### config.mk
export PLATFORM = sky130hd
export DESIGN_NAME = mux16_scan_ctrl
export DESIGN_NICKNAME = d
export VERILOG_FILES = /design/src/rtl/mux16_scan_ctrl.sv
export SDC_FILE = /design/constraint.sdc
export NUM_CORES = 1
export LEC_CHECK = 0
export ABC_AREA = 1
export CAP_MARGIN = 20
export CELL_PAD_IN_SITES_DETAIL_PLACEMENT = 0
export CELL_PAD_IN_SITES_GLOBAL_PLACEMENT = 1
export CORE_MARGIN = 10
export CORE_UTILIZATION = 26
export CTS_CLUSTER_SIZE = 20
export DETAILED_ROUTE_END_ITERATION = 10
export PLACE_DENSITY = 0.76
export SLEW_MARGIN = 5
export SYNTH_ARGS = -nofsm -noshare
export SYNTH_HDL_FRONTEND = slang
export SYNTH_SLANG_ARGS = --single-unit
### constraint.sdc
create_clock -name clk -period 1.1 [get_ports clk]
set_input_delay 0.275 -clock clk [delete_from_list [all_inputs] [get_ports clk]]
set_output_delay 0.275 -clock clk [all_outputs]
set_load 0.01 [all_outputs]
### src/rtl/mux16_scan_ctrl.sv
// Serialiser front end for a 16:1 mux tree: latches a word, then walks the
// 4-bit select across all 16 positions with per-bit and end-of-frame strobes.
module mux16_scan_ctrl #(
  parameter int unsigned GAP       = 0,
  parameter bit          MSB_FIRST = 1'b0
) (
  input  logic        clk,
  input  logic        rst_n,
  input  logic        load_valid,
  input  logic [15:0] load_data,
  output logic        load_ready,
  input  logic        abort,
  output logic [15:0] w,
  output logic [3:0]  s,
  output logic        bit_valid,
  output logic        frame_last,
  output logic        busy
);

  typedef enum logic [1:0] {
    ST_IDLE = 2'd0,
    ST_SCAN = 2'd1,
    ST_GAP  = 2'd2
  } state_t;

  localparam logic [3:0] START  = MSB_FIRST ? 4'd15 : 4'd0;
  localparam logic [3:0] END    = MSB_FIRST ? 4'd0  : 4'd15;
  localparam bit         NO_GAP = (GAP == 0);

  state_t     state;
  logic [3:0] gap_cnt;
  logic [3:0] s_next;
  logic       at_end;
  logic       accept;

  always_comb begin
    s_next = MSB_FIRST ? (s - 4'd1) : (s + 4'd1);
  end

  assign at_end = (s == END);

  // Reload at the final bit is only offered without a gap, giving bubble-free streaming.
  assign load_ready = !abort &&
                      ((state == ST_IDLE) || ((state == ST_SCAN) && at_end && NO_GAP));
  assign accept     = load_valid && load_ready;

  always_ff @(posedge clk or negedge rst_n) begin
    if (!rst_n) begin
      state      <= ST_IDLE;
      w          <= 16'h0000;
      s          <= 4'h0;
      gap_cnt    <= 4'h0;
      bit_valid  <= 1'b0;
      frame_last <= 1'b0;
      busy       <= 1'b0;
    end else if (abort) begin
      state      <= ST_IDLE;
      gap_cnt    <= 4'h0;
      bit_valid  <= 1'b0;
      frame_last <= 1'b0;
      busy       <= 1'b0;
    end else begin
      case (state)
        ST_IDLE: begin
          if (accept) begin
            state      <= ST_SCAN;
            w          <= load_data;
            s          <= START;
            bit_valid  <= 1'b1;
            frame_last <= 1'b0;
            busy       <= 1'b1;
          end
        end
        ST_SCAN: begin
          if (!at_end) begin
            s          <= s_next;
            bit_valid  <= 1'b1;
            frame_last <= (s_next == END);
          end else if (accept) begin
            w          <= load_data;
            s          <= START;
            bit_valid  <= 1'b1;
            frame_last <= 1'b0;
          end else if (!NO_GAP) begin
            state      <= ST_GAP;
            gap_cnt    <= 4'(GAP - 1);
            bit_valid  <= 1'b0;
            frame_last <= 1'b0;
          end else begin
            state      <= ST_IDLE;
            bit_valid  <= 1'b0;
            frame_last <= 1'b0;
            busy       <= 1'b0;
          end
        end
        ST_GAP: begin
          if (gap_cnt == 4'h0) begin
            state <= ST_IDLE;
            busy  <= 1'b0;
          end else begin
            gap_cnt <= gap_cnt - 4'd1;
          end
        end
        default: begin
          state      <= ST_IDLE;
          bit_valid  <= 1'b0;
          frame_last <= 1'b0;
          busy       <= 1'b0;
        end
      endcase
    end
  end

endmodule

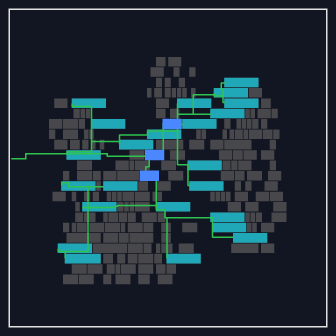
(run_1/clock_wires.png)
clock wires -> green  # length 270 microns
flip-flops -> cyan  # count 23
clock-net drivers -> blue  # count 3
routed clock nets = 4
worst skew pair latency: 0.26 ns
Setup Skew: 0.00111 ns
clock network fraction of total power: 18.6%
P_clk: 520 uW

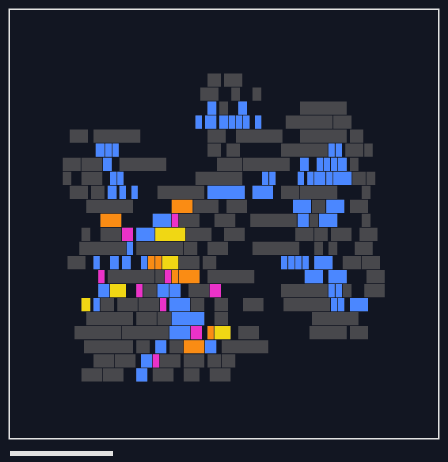
(run_1/gates.png)
The bar under the picture is 20 microns long.
nor cells -> orange  # cells 8
nand cells -> blue  # cells 68, most used nand2_1
inv cells -> magenta  # cells 9, most used inv_2
aoi and oai cells -> yellow  # cells 5, most used o21ai_2
logic share of the area: 28.0%
non-filler cells in the finished layout: 247
commonest non-fill, non-tap cell in the layout: nand2_1

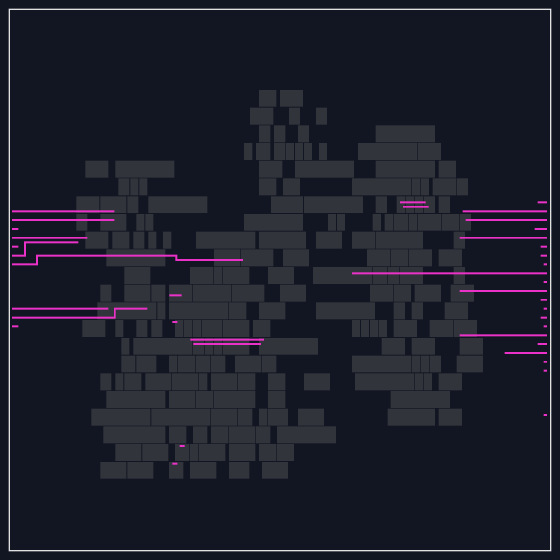
(run_1/m3.png)
Cells faint in the background.
share of all routed wire = 7.6%
main direction = horizontal
nets with wire on the layer = 37
longest straight run = 29.7 microns
DR vias: 1108
WL final: 3.56 mm
met3 Usage GRT: 3.22%

==> run 1: cell type report <==
cell class | count | area (sq um) | share of cell area, %
repair buffers | 80 | 731 | 36.2
well taps | 48 | 60.1 | 2.97
flip-flops and latches | 23 | 577 | 28.5
multi-input cells | 83 | 566 | 28.0
clock buffers | 3 | 41.3 | 2.04
inverters | 9 | 41.3 | 2.04
clock inverters | 1 | 5.00 | 0.248
==> run 1: cell usage after synthesis <==
| master | instances | area, sq um |
|---|---|---|
| o21ai_0 | 3 | 15.0 |
| nand3_2 | 1 | 10.0 |
| dfrtp_1 | 23 | 576 |
| nand3_1 | 20 | 100 |
| buf_4 | 2 | 15.0 |
| nand2_4 | 2 | 22.5 |
| a21oi_1 | 1 | 5.00 |
| nor2_2 | 1 | 6.26 |
| o21ai_2 | 1 | 8.76 |
| buf_6 | 1 | 11.3 |
| nor2_4 | 1 | 11.3 |
| inv_1 | 9 | 33.8 |
| nand4_1 | 1 | 6.26 |
| nand2_1 | 43 | 161 |
| nor2_1 | 6 | 22.5 |
| ha_1 | 2 | 25.0 |
==> run 1: path summary, 6_finish.rpt <==
check | slack [ns] | cells past startpoint | end | start
max reg2reg | -0.21 | 7 | w[2]$_DFFE_PN0P_ | s[1]$_DFFE_PN0N_
min | 0.36 | 2 | w[15]$_DFFE_PN0P_ | rst_n
min reg2reg | 0.48 | 2 | w[5]$_DFFE_PN0P_ | w[5]$_DFFE_PN0P_
max in group asynchronous | 0.58 | 2 | s[1]$_DFFE_PN0N_ | rst_n
min in group clk | 0.48 | 2 | w[5]$_DFFE_PN0P_ | w[5]$_DFFE_PN0P_
max | -0.37 | 6 | load_ready | s[1]$_DFFE_PN0N_
==> run 1: state kept, by name (all words and copies together), names as in the netlist <==
name        cells
bit_valid       1
frame_last      1
s               4
state           1
w              16
==> impl_metrics.toml, run 1 <==
# flow metrics
[run_status]
status = "complete, but fails checks"
violations = "negative setup slack"

[synth]
ys_cells = 117
yosys_warnings = 0
ys_sh_simple_pct = 33.0
aoi_share_pct = 2.79
synth_flops = 23
synthesis.area_sq_um = 1030
syn_nets = 139

[clocking]
cts_made_buffers = 3
cts_hold_buf = 0
cts_buffer_depth = 2
cts_tree = "done"
cts_root_buf = "clkbuf_8"

[pwr]
combPwrFrac_pct = 42.2
p_switching_uw = 909
pg_comb_uw = 1180
p_int_uw = 1890

[die]
die_y_microns = 82.9
row_count = 22

[place]
place_area_sq_um = 1650
placedCellCount = 222

[drt]
top_layer = "met4"

[finish]
design_area_sq_um = 2020

[final_timing]
setup_violations = 28
worst_slack_ns = -0.368
tns_ns = -4.39

[global_route]
grt_pass1_wl_mm = 5.76
grtUsageMet1_pct = 13.0
grtUsageTotal_pct = 9.79
gr-max-usage-layer = "met2"

[job]
warnings = 30

[critical_path]
worst-path-buf-inv = 2
==> run 2: changes to the inputs <==
--- a/config.mk
+++ b/config.mk
@@ -14,6 +14,7 @@
 export CTS_CLUSTER_SIZE = 20
 export DETAILED_ROUTE_END_ITERATION = 10
 export PLACE_DENSITY = 0.76
+export REMOVE_ABC_BUFFERS = 1
 export SLEW_MARGIN = 5
 export SYNTH_ARGS = -nofsm -noshare
 export SYNTH_HDL_FRONTEND = slang
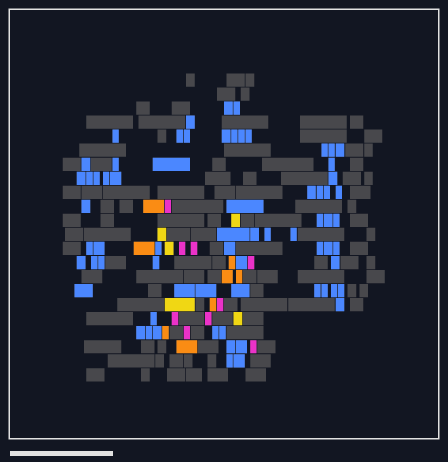
(run_2/gates.png)
The bar under the picture is 20 microns long.
aoi and oai cells -> yellow  # cells 5, most used o21ai_1, where center
inv cells -> magenta  # cells 9, most used inv_1
nand cells -> blue  # cells 68, most used nand2_1
nor cells -> orange  # cells 8, most used nor2_1
non-filler cells in the finished layout: 244
logic share of the area: 25.7%

==> impl_metrics.toml, run 2 <==
# flow metrics
[run_status]
status = "complete, but fails checks"
violations = "negative setup slack"

[clocking]
cts_buffer_depth = 2
cts_made_buffers = 3
clk_latency_ns = 0.27
cts_tree = "done"

[global_route]
grtUsageTotal_pct = 9.90
grt_pass1_wl_mm = 5.73

[job]
warnings = 28

[final_timing]
skew_ns = 0.00274
setup_violations = 29
tns_ns = -5.76
worst_slack_ns = -0.448

[finish]
reg_top3 = "w (16), s (4)"
layout_top_cell = "nand2_1"
top_register = "w"
seq_area_sq_um = 576
logic_area_sq_um = 495
design_area_sq_um = 1930

[pwr]
combPwrFrac_pct = 39.4
pwr-share-clk_pct = 20.0
p_switching_uw = 867

[critical_path]
worst-path-buf-inv = 2
r2r_start = "s[0]$_DFFE_PN0N_"
r2r_slack_ns = -0.26

[synth]
top_area_share_pct = 55.9
yosys_warnings = 0
synth-main-ff-cell = "dfrtp_1"
ys_async_sr_fraction_pct = 100
synthesis.area_sq_um = 1030
top_cells_by_count = "43 x nand2_1, 23 x dfrtp_1, 20 x nand3_1"
top_cell = "nand2_1"
synth-edff-count = 0

[die]
row_count = 22
die_y_microns = 82.9

[drt]
wl_mm = 3.55
vias = 1067
-- run 2: layout make-up --
| cell class | instances | share of cell area [%] |
|---|---|---|
| Timing Repair Buffer | 77 | 37.1 |
| Sequential cell | 23 | 29.9 |
| Multi-Input combinational cell | 83 | 25.7 |
| Tap cell | 48 | 3.12 |
| Clock buffer | 3 | 2.14 |
| Inverter | 9 | 1.75 |
| Clock inverter | 1 | 0.260 |
-- run 2: worst max path at each step --
stage	from	to	slack, ns	cells after the start
3_5_place_dp	s[0]$_DFFE_PN0N_	load_ready	-0.59	6
5_1_grt	s[0]$_DFFE_PN0N_	load_ready	-0.48	6
3_3_place_gp	s[0]$_DFFE_PN0N_	load_ready	-0.54	6
4_1_cts	s[1]$_DFFE_PN0N_	load_ready	-0.44	6
6_report	s[0]$_DFFE_PN0N_	load_ready	-0.45	6
2_1_floorplan	s[1]$_DFFE_PN0N_	load_ready	-0.33	5
-- run 2: power groups by stage --
stage               Sequential (uW)  Combinational (uW)  Clock, uW
global route                   1100                1150        590
detailed placement             1090                 872          0
CTS                            1070                 936        555
floorplan                      1180                 210          0
global placement               1080                 856          0
finish                         1090                1060        536
-- run 2: per-layer routing --
layer  routed length [microns]  up-vias  GRT usage [%]  share of wire, %
li1                          -      533              -                 -
met3                       168        4           1.86               4.7
met5                         0        -              0                 0
met4                        53        0           4.15               1.5
met1                      1560      498           11.8                44
met2                      1770       32           16.8                50
-- run 2: logic make-up (layout without fill, tap and decap cells) --
kind of cell / count (synthesis) / count (layout) / synth area share [%]
compound gates: 5 / 5 / 2.79
flops: 23 / 23 / 55.9
simple gates: 75 / 76 / 33.1
buf+inv: 12 / 90 / 5.83
fa+ha+maj: 2 / 2 / 2.43
==> run 3: changes to the inputs <==
--- a/config.mk
+++ b/config.mk
@@ -10,10 +10,10 @@
 export CELL_PAD_IN_SITES_DETAIL_PLACEMENT = 0
 export CELL_PAD_IN_SITES_GLOBAL_PLACEMENT = 1
 export CORE_MARGIN = 10
-export CORE_UTILIZATION = 26
+export CORE_UTILIZATION = 32
 export CTS_CLUSTER_SIZE = 20
 export DETAILED_ROUTE_END_ITERATION = 10
-export PLACE_DENSITY = 0.76
+export PLACE_DENSITY = 0.87
 export REMOVE_ABC_BUFFERS = 1
 export SLEW_MARGIN = 5
 export SYNTH_ARGS = -nofsm -noshare
==> constraint.sdc (replaced) <==
create_clock -name clk -period 1.94 [get_ports clk]
set_input_delay 0.485 -clock clk [delete_from_list [all_inputs] [get_ports clk]]
set_output_delay 0.485 -clock clk [all_outputs]
set_load 0.01 [all_outputs]
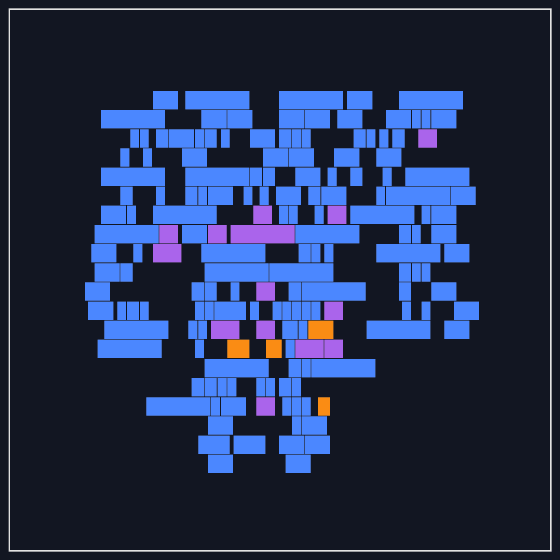
(run_3/sizing.png)
x3 and x4 -> purple  # cells 14, share 8.3%, most used buf_4
x1 and smaller -> blue  # cells 150, share 89%, most used nand2_1
x2 -> orange  # cells 4, share 2.4%
Area Overhead vs Synth: 53.5%
Final WS setup: 0.0788 ns
post-route cell area: 1580 sq um

==> impl_metrics.toml, run 3 <==
# flow metrics
[critical_path]
path_depth = 2
reg2reg_depth = 7
worst-path-buf-inv = 2

[global_route]
grtUsageMet1_pct = 10.7
gr-max-usage-layer = "met2"
use_met3_pct = 2.21

[die]
row_count = 20

[drt]
wl_met3_microns = 143
top_layer = "met4"
vias = 960

[job]
warnings = 26

[synth]
top_cells_by_count = "43 x nand2_1, 23 x dfrtp_1, 20 x nand3_1"
ys_cells = 117
aoi_share_pct = 2.79
logic_family = "simple AND/OR/NAND/NOR gates"
ys_sh_simple_pct = 33.0
largest_area_cell = "dfrtp_1"
ys_sh_mux_pct = 0
synth-main-ff-cell = "dfrtp_1"
synthTopCellsByArea = "dfrtp_1 56%, nand2_1 16%, nand3_1 9.7%"
xor_area_share_pct = 0

[clocking]
cts_root_buf = "clkbuf_4"
cts_made_buffers = 3
cts_hold_buf = 0
cts_tree = "done"
cts_buffer_depth = 2

[run_status]
status = "finished, final reports clean"

[final_timing]
skew_ns = 0.00234
setup_violations = 0

[place]
placedCellCount = 208
[run 3: cell counts after synthesis]
Identical to the previous run, type by type.
[run 3: cell type report]
cell class | count | area, sq um | area share [%]
Clock buffer | 4 | 26.3 | 1.66
Inverter | 9 | 33.8 | 2.14
Multi-Input combinational cell | 82 | 407 | 25.7
Sequential cell | 23 | 576 | 36.4
Tap cell | 44 | 55.1 | 3.48
Timing Repair Buffer | 50 | 483 | 30.6
[run 3: power by group]
part           switching, uW  internal, uW  total (uW)
registers               53.3           561         614
clock network            135          80.2         215
logic                    209           246         455
total                    397           887        1280
[run 3: logic make-up (layout without fill, tap and decap cells)]
| logic type | count (synthesis) | count (layout) |
|---|---|---|
| buf+inv | 12 | 63 |
| fa+ha+maj | 2 | 2 |
| flops | 23 | 23 |
| compound gates | 5 | 5 |
| simple gates | 75 | 75 |
[run 3: final timing paths]
kind | slack (ns) | end | from
max reg2reg | 0.58 | w[2]$_DFFE_PN0P_ | s[0]$_DFFE_PN0N_
max in group asynchronous | 1.19 | w[3]$_DFFE_PN0P_ | rst_n
min | 0.48 | w[5]$_DFFE_PN0P_ | w[5]$_DFFE_PN0P_
min reg2reg | 0.48 | w[5]$_DFFE_PN0P_ | w[5]$_DFFE_PN0P_
max | 0.08 | s[2] | s[2]$_DFFE_PN0N_
min in group asynchronous | 0.52 | w[5]$_DFFE_PN0P_ | rst_n
[run 3: worst register-to-register path: stages (launching register included)]
cell	delay, ns
dfrtp_1	0.41
ha_4	0.16
nand3_2	0.09
nand2_4	0.07
buf_4	0.22
nand2_4	0.17
nand2_1	0.10
nand2_1	0.05
Power and IR drop assume default switching activity.
